flops_by_reg.png
Bar = 50 um.
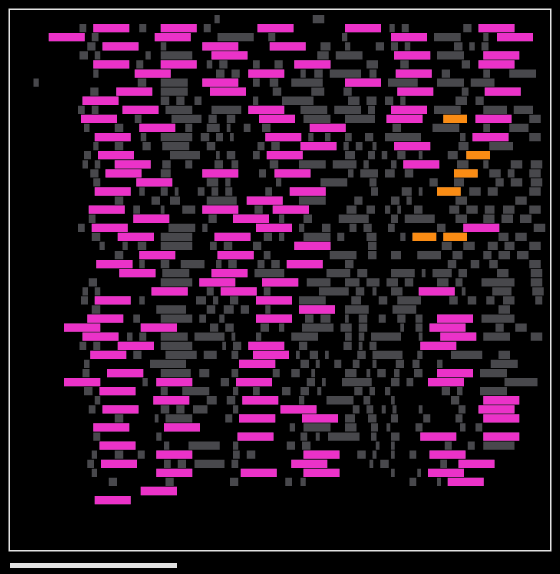
clk_routes.png
Bar = 50 um.
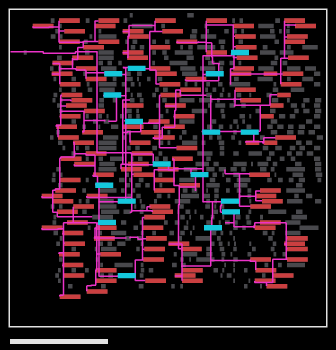
clocks.png
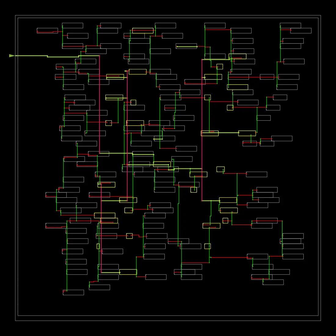
placement_by_type.png
Fill, decap, tap and diode cells in grey.
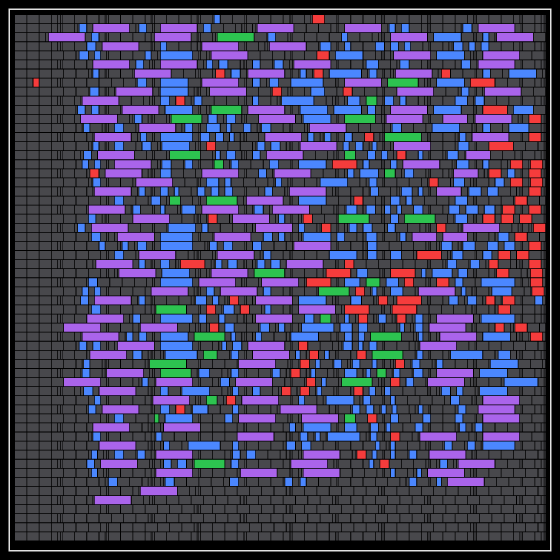
wires.png
Bar = 50 um. Only two layers are drawn.
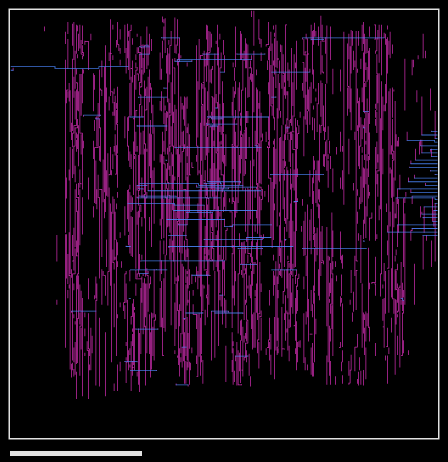
[config.mk]
export PLATFORM = sky130hd
export DESIGN_NAME = branch_predictor_flat
export DESIGN_NICKNAME = d
export VERILOG_FILES = /design/src/rtl/branch_predictor_pkg.sv /design/src/rtl/branch_predictor_if.sv /design/src/rtl/branch_predictor_pht_bank.sv /design/src/rtl/branch_predictor.sv /design/src/flat_wrapper.sv
export SDC_FILE = /design/constraint.sdc
export NUM_CORES = 1
export LEC_CHECK = 0
export CELL_PAD_IN_SITES_DETAIL_PLACEMENT = 2
export CELL_PAD_IN_SITES_GLOBAL_PLACEMENT = 2
export CORE_UTILIZATION = 30
export DETAILED_ROUTE_END_ITERATION = 16
export HOLD_SLACK_MARGIN = 0.06
export PLACE_DENSITY = 0.61
export REMOVE_ABC_BUFFERS = 1
export SLEW_MARGIN = 30
export SYNTH_ARGS = -nofsm -noshare
export SYNTH_HDL_FRONTEND = slang
export SYNTH_HIERARCHICAL = 1
export SYNTH_SLANG_ARGS = --single-unit
[constraint.sdc]
create_clock -name clk_i -period 4 [get_ports clk_i]
set_input_delay 0.4 -clock clk_i [delete_from_list [all_inputs] [get_ports clk_i]]
set_output_delay 0.4 -clock clk_i [all_outputs]
set_load 0.01 [all_outputs]
[src/rtl/branch_predictor_pkg.sv]
// Shared definitions for the gshare branch predictor: the 2-bit counter
// encoding, the fetch opcode that marks control flow, and the saturating
// counter update.
package branch_predictor_pkg;

  typedef logic [1:0] counter_t;

  localparam counter_t SNT = 2'b00;  // strongly not-taken
  localparam counter_t WNT = 2'b01;  // weakly not-taken
  localparam counter_t WT  = 2'b10;  // weakly taken
  localparam counter_t ST  = 2'b11;  // strongly taken

  // Counters come out of reset biased slightly towards not-taken.
  localparam counter_t PHT_RESET = WNT;

  // opcode[6:5] == 2'b11 covers branch, jal and jalr.
  localparam logic [1:0] OP_CTRL_FLOW = 2'b11;

  // Saturating increment on taken, saturating decrement on not-taken.
  function automatic counter_t next_counter(input counter_t cnt, input logic taken);
    if (taken) begin
      return (cnt == ST) ? ST : counter_t'(cnt + 2'd1);
    end
    return (cnt == SNT) ? SNT : counter_t'(cnt - 2'd1);
  endfunction

endpackage

[src/rtl/branch_predictor_if.sv]
// Fetch-side and EX-side signal bundle between the pipeline and the
// branch predictor. The pipeline holds the master view, the predictor
// the slave view.
interface branch_predictor_if #(
  parameter int GHR_W = 6
);

  // fetch stage
  logic [31:0]      pc_fi_i;
  logic [1:0]       op_fi_i;
  logic             stall_fi_i;
  logic             pc_src_pred_fi_o;
  logic [GHR_W-1:0] ghr_fi_o;

  // execute stage
  logic [31:0]      pc_ex_i;
  logic [GHR_W-1:0] ghr_ex_i;
  logic [1:0]       branch_op_ex_i;
  logic             pc_src_pred_ex_i;
  logic             pc_src_res_ex_i;
  logic             stall_ex_i;

  modport master (
    output pc_fi_i, op_fi_i, stall_fi_i,
    output pc_ex_i, ghr_ex_i, branch_op_ex_i, pc_src_pred_ex_i, pc_src_res_ex_i, stall_ex_i,
    input  pc_src_pred_fi_o, ghr_fi_o
  );

  modport slave (
    input  pc_fi_i, op_fi_i, stall_fi_i,
    input  pc_ex_i, ghr_ex_i, branch_op_ex_i, pc_src_pred_ex_i, pc_src_res_ex_i, stall_ex_i,
    output pc_src_pred_fi_o, ghr_fi_o
  );

endinterface

[src/rtl/branch_predictor_pht_bank.sv]
// Pattern history table: 2**IDX_W two-bit counters with two combinational
// read ports (fetch prediction, EX read-modify-write) and one synchronous
// write port. Reset re-initialises every entry, so this is register storage
// rather than block RAM.
module branch_predictor_pht_bank
  import branch_predictor_pkg::*;
#(
  parameter int IDX_W = 6
) (
  input  logic             clk_i,
  input  logic             reset_i,
  input  logic [IDX_W-1:0] rd_idx_a,
  output counter_t         rd_data_a,
  input  logic [IDX_W-1:0] rd_idx_b,
  output counter_t         rd_data_b,
  input  logic             wr_en,
  input  logic [IDX_W-1:0] wr_idx,
  input  counter_t         wr_data
);

  localparam int ENTRIES = 1 << IDX_W;

  counter_t mem [ENTRIES];

  // Reads see the pre-write contents; a same-cycle write lands at the edge.
  assign rd_data_a = mem[rd_idx_a];
  assign rd_data_b = mem[rd_idx_b];

  // Reset all counters together; otherwise apply the single training write.
  always_ff @(posedge clk_i) begin
    if (reset_i) begin
      for (int i = 0; i < ENTRIES; i++) begin
        mem[i] <= PHT_RESET;
      end
    end else if (wr_en) begin
      mem[wr_idx] <= wr_data;
    end
  end

endmodule

[src/rtl/branch_predictor.sv]
// gshare direction predictor. Fetch indexes the PHT with PC xor GHR and
// speculatively shifts its own prediction into the GHR; EX trains the
// indexed counter on resolved conditional branches and rebuilds the GHR
// from the instruction's snapshot when the prediction was wrong.
module branch_predictor
  import branch_predictor_pkg::*;
#(
  parameter int PHT_IDX_W = 6,
  parameter int GHR_W     = 6
) (
  input logic               clk_i,
  input logic               reset_i,
  branch_predictor_if.slave bp
);

  logic [GHR_W-1:0]     ghr_reg;
  logic [PHT_IDX_W-1:0] idx_fi;
  logic [PHT_IDX_W-1:0] idx_ex;
  counter_t             cnt_fi;
  counter_t             cnt_ex;
  logic                 ctrl_fi;
  logic                 pred_fi;
  logic                 train_ex;
  logic                 mispredict_ex;

  // History is zero-extended up to the index width before hashing.
  assign idx_fi = bp.pc_fi_i[PHT_IDX_W+1:2] ^ PHT_IDX_W'(ghr_reg);
  assign idx_ex = bp.pc_ex_i[PHT_IDX_W+1:2] ^ PHT_IDX_W'(bp.ghr_ex_i);

  assign ctrl_fi = (bp.op_fi_i == OP_CTRL_FLOW);
  assign pred_fi = ctrl_fi & cnt_fi[1];

  // Only conditional branches train; jal/jalr target errors belong to branch control.
  assign train_ex      = bp.branch_op_ex_i[0] & ~bp.stall_ex_i;
  assign mispredict_ex = train_ex & (bp.pc_src_pred_ex_i != bp.pc_src_res_ex_i);

  assign bp.pc_src_pred_fi_o = pred_fi;
  assign bp.ghr_fi_o         = ghr_reg;

  branch_predictor_pht_bank #(
    .IDX_W (PHT_IDX_W)
  ) u_pht (
    .clk_i     (clk_i),
    .reset_i   (reset_i),
    .rd_idx_a  (idx_fi),
    .rd_data_a (cnt_fi),
    .rd_idx_b  (idx_ex),
    .rd_data_b (cnt_ex),
    .wr_en     (train_ex),
    .wr_idx    (idx_ex),
    .wr_data   (next_counter(cnt_ex, bp.pc_src_res_ex_i))
  );

  // GHR: repair from the EX snapshot on mispredict (the fetch in flight is
  // flushed), otherwise shift in the fetch prediction for unstalled control flow.
  always_ff @(posedge clk_i) begin
    if (reset_i) begin
      ghr_reg <= '0;
    end else if (mispredict_ex) begin
      ghr_reg <= {bp.ghr_ex_i[GHR_W-2:0], bp.pc_src_res_ex_i};
    end else if (ctrl_fi && !bp.stall_fi_i) begin
      ghr_reg <= {ghr_reg[GHR_W-2:0], pred_fi};
    end
  end

  // Address bits outside the index window and the unconditional-op bit are not needed.
  logic unused_ok;
  assign unused_ok = ^{bp.pc_fi_i[31:PHT_IDX_W+2], bp.pc_fi_i[1:0],
                       bp.pc_ex_i[31:PHT_IDX_W+2], bp.pc_ex_i[1:0],
                       bp.branch_op_ex_i[1]};

endmodule

[src/flat_wrapper.sv]
// flat-port wrapper written by rule: the top's interface ports become plain ports
module branch_predictor_flat import branch_predictor_pkg::*;
#(
  parameter int PHT_IDX_W = 6,
  parameter int GHR_W     = 6
)
  (clk_i, reset_i, bp_pc_fi_i, bp_op_fi_i, bp_stall_fi_i, bp_pc_ex_i, bp_ghr_ex_i, bp_branch_op_ex_i, bp_pc_src_pred_ex_i, bp_pc_src_res_ex_i, bp_stall_ex_i, bp_pc_src_pred_fi_o, bp_ghr_fi_o);
  branch_predictor_if #(.GHR_W(GHR_W)) bp_i ();
  input logic clk_i;
  input logic reset_i;
  input wire logic [$bits(bp_i.pc_fi_i)-1:0] bp_pc_fi_i;
  input wire logic [$bits(bp_i.op_fi_i)-1:0] bp_op_fi_i;
  input wire logic [$bits(bp_i.stall_fi_i)-1:0] bp_stall_fi_i;
  input wire logic [$bits(bp_i.pc_ex_i)-1:0] bp_pc_ex_i;
  input wire logic [$bits(bp_i.ghr_ex_i)-1:0] bp_ghr_ex_i;
  input wire logic [$bits(bp_i.branch_op_ex_i)-1:0] bp_branch_op_ex_i;
  input wire logic [$bits(bp_i.pc_src_pred_ex_i)-1:0] bp_pc_src_pred_ex_i;
  input wire logic [$bits(bp_i.pc_src_res_ex_i)-1:0] bp_pc_src_res_ex_i;
  input wire logic [$bits(bp_i.stall_ex_i)-1:0] bp_stall_ex_i;
  output wire logic [$bits(bp_i.pc_src_pred_fi_o)-1:0] bp_pc_src_pred_fi_o;
  output wire logic [$bits(bp_i.ghr_fi_o)-1:0] bp_ghr_fi_o;
  assign bp_i.pc_fi_i = bp_pc_fi_i;
  assign bp_i.op_fi_i = bp_op_fi_i;
  assign bp_i.stall_fi_i = bp_stall_fi_i;
  assign bp_i.pc_ex_i = bp_pc_ex_i;
  assign bp_i.ghr_ex_i = bp_ghr_ex_i;
  assign bp_i.branch_op_ex_i = bp_branch_op_ex_i;
  assign bp_i.pc_src_pred_ex_i = bp_pc_src_pred_ex_i;
  assign bp_i.pc_src_res_ex_i = bp_pc_src_res_ex_i;
  assign bp_i.stall_ex_i = bp_stall_ex_i;
  assign bp_pc_src_pred_fi_o = bp_i.pc_src_pred_fi_o;
  assign bp_ghr_fi_o = bp_i.ghr_fi_o;
  branch_predictor #(.PHT_IDX_W(PHT_IDX_W), .GHR_W(GHR_W)) u_core (.clk_i(clk_i), .reset_i(reset_i), .bp(bp_i));
endmodule
==> results.yml <==
# yosys + openroad results
placed_design:
  dp_hpwl_um: 17700
  io_buffers: 33
  routabilityCongestion: 0.797
  pre_cts_ws_ns: -0.205
min_path:
  min_path_cells: 2
global_route:
  antenna_found_initial: 0
  grt_pass1_vias: 6188
  track_usage_pct: 21.5
  use_met2_pct: 37.1
  grt.overflow.total: 0
sta:
  slew_headroom_pct: 41.7
  setup-violations-final: 0
  hold_violations: 0
  fin_ws_ns: 0.152
  max_slew.worst_pin.slew_ns: 0.872
  final-max-slew-violation-count: 0
  finalCriticalPeriod_ns: 3.85
outcome:
  outcome: "finished, final reports clean"
worst_setup_path:
  cp.depth: 12
  reg2reg_to: "u_core/u_pht/mem[51][0]"
  cp_num_buf_inv: 4
  cpPeakStageDelay_ns: 0.59
  path_class: "input pin to register"
  end_kind: "register"
  cp-startpoint: "bp_ghr_ex_i[0]"
  required_ns: 4.16
  worstPathMaxFanout: 56
  worstPathCellList: "clkdlybuf4s50_1 -> xor2_4 -> buf_12 -> buf_12 -> mux4_2 -> mux2i_1 -> nor3_1 -> o31ai_2 -> o41ai_1 -> maj3_1 -> buf_12 -> or3_1"
  rr_worst_depth: 7
  critical_path.top_delay_family: "buffers and inverters"
finish:
  nets: 716
  layout.area.comb_um2: 3440
  drive_above_1_share_pct: 23.4
  area_growth_pct: 22.1
  lay_top_cells: "edfxtp_1, nor3_1, or3_1"
  diodes: 0
  top_register: "u_core/u_pht/mem"
  mostFrequentLayoutCell: "edfxtp_1"
routing:
  vias: 5462
  dr.pass1.iters: 5
  dr.first_iter.drc_count: 383
  drt-met1-wl_um: 11600
  wl_met2_um: 13300
  routed_wl_um: 26700
  routedWlPerCell_um: 27.3
  antenna_left: 0
  top_layer_used: "met4"
  drt-vias-per-instance: 5.58
floorplan:
  ios: 87
  num_rows: 58
  die_w_um: 162
  initCoreUtil_pct: 30.5
  core_area_um2: 25100
pwr:
  intPower_mw: 2.89
  pwr-share-clk_pct: 41.3
  power-per-cell-area_nw_per_um2: 433
  total_power_mw: 4.06
  swShare_pct: 28.8
  seq_power_share_pct: 39.1
  p_leak_nw: 3.09
  vdd_drop_max_mv: 0.275
cts:
  clkTransAtPathRegs_ns: 0.07
  cts_resized: 0
  cts_hold_buf: 0
  cts_max_path_buffers: 2
  clk_root_buffer_cell: "clkbuf_16"
synthesis:
  yosysWarnings: 6
  syn_inst: 594
  postSynthAreaPerCell_um2: 12.9
flow_run:
  warnings: 78
  cap_violations: 0
About flops_by_reg.png:
colour	signal	flops
orange	u_core/bp.ghr_fi_o	6
magenta	u_core/u_pht/mem	128
Finished Core Util: 37.3%
Storage cell area: 3960 um^2
Seq. pwr: 1.58 mW
sequential cell area share: 42.4%

About clk_routes.png:
[red] flip-flops | count: 134
[magenta] clock wires | length: 2010 um
[cyan] clock drivers | count: 17
flops lie	all over the die

About clocks.png:
CTS Buf Count: 17
clock skew after layout: 0.0105 ns
clk pwr: 1.68 mW
FFs & Latches: 134
Clock Latency Late Sink: 0.43 ns

About placement_by_type.png:
colour	class	cells	share of their area
green	clock drivers and dummy loads	32	6.9%
blue	combinational and other logic	392	39%
red	remaining buffers and delay cells	91	10%
purple	sequential cells	134	44%

About wires.png:
colour	layer	wire length
magenta	metal 2	13300 um
blue	metal 3	1070 um

[stage by stage]
step | hold slack (ns) | setup TNS, ns | utilization [%] | cell area, um^2 | std cells
3_3_place_gp | 0.625 | -15.39 | 34.8 | 8730 | 947
3_5_place_dp | 0.622 | -16.33 | 34.8 | 8740 | 947
5_1_grt | 0.544 | 0 | 37.3 | 9360 | 979
4_1_cts | 0.533 | 0 | 37.3 | 9350 | 979
6_report | 0.536 | 0 | 37.3 | 9360 | 979
2_1_floorplan | 0.585 | -260.86 | - | 7320 | 526
[area by class of cell]
cell class,count,area share (%)
clock inverters,14,2.02
clock buffers,18,4.59
multi-input cells,388,36.7
inverters,4,0.160
well taps,330,4.41
flip-flops and latches,134,42.4
repair buffers,91,9.73
No activity file was given, so power comes from the tool's default toggle rates.
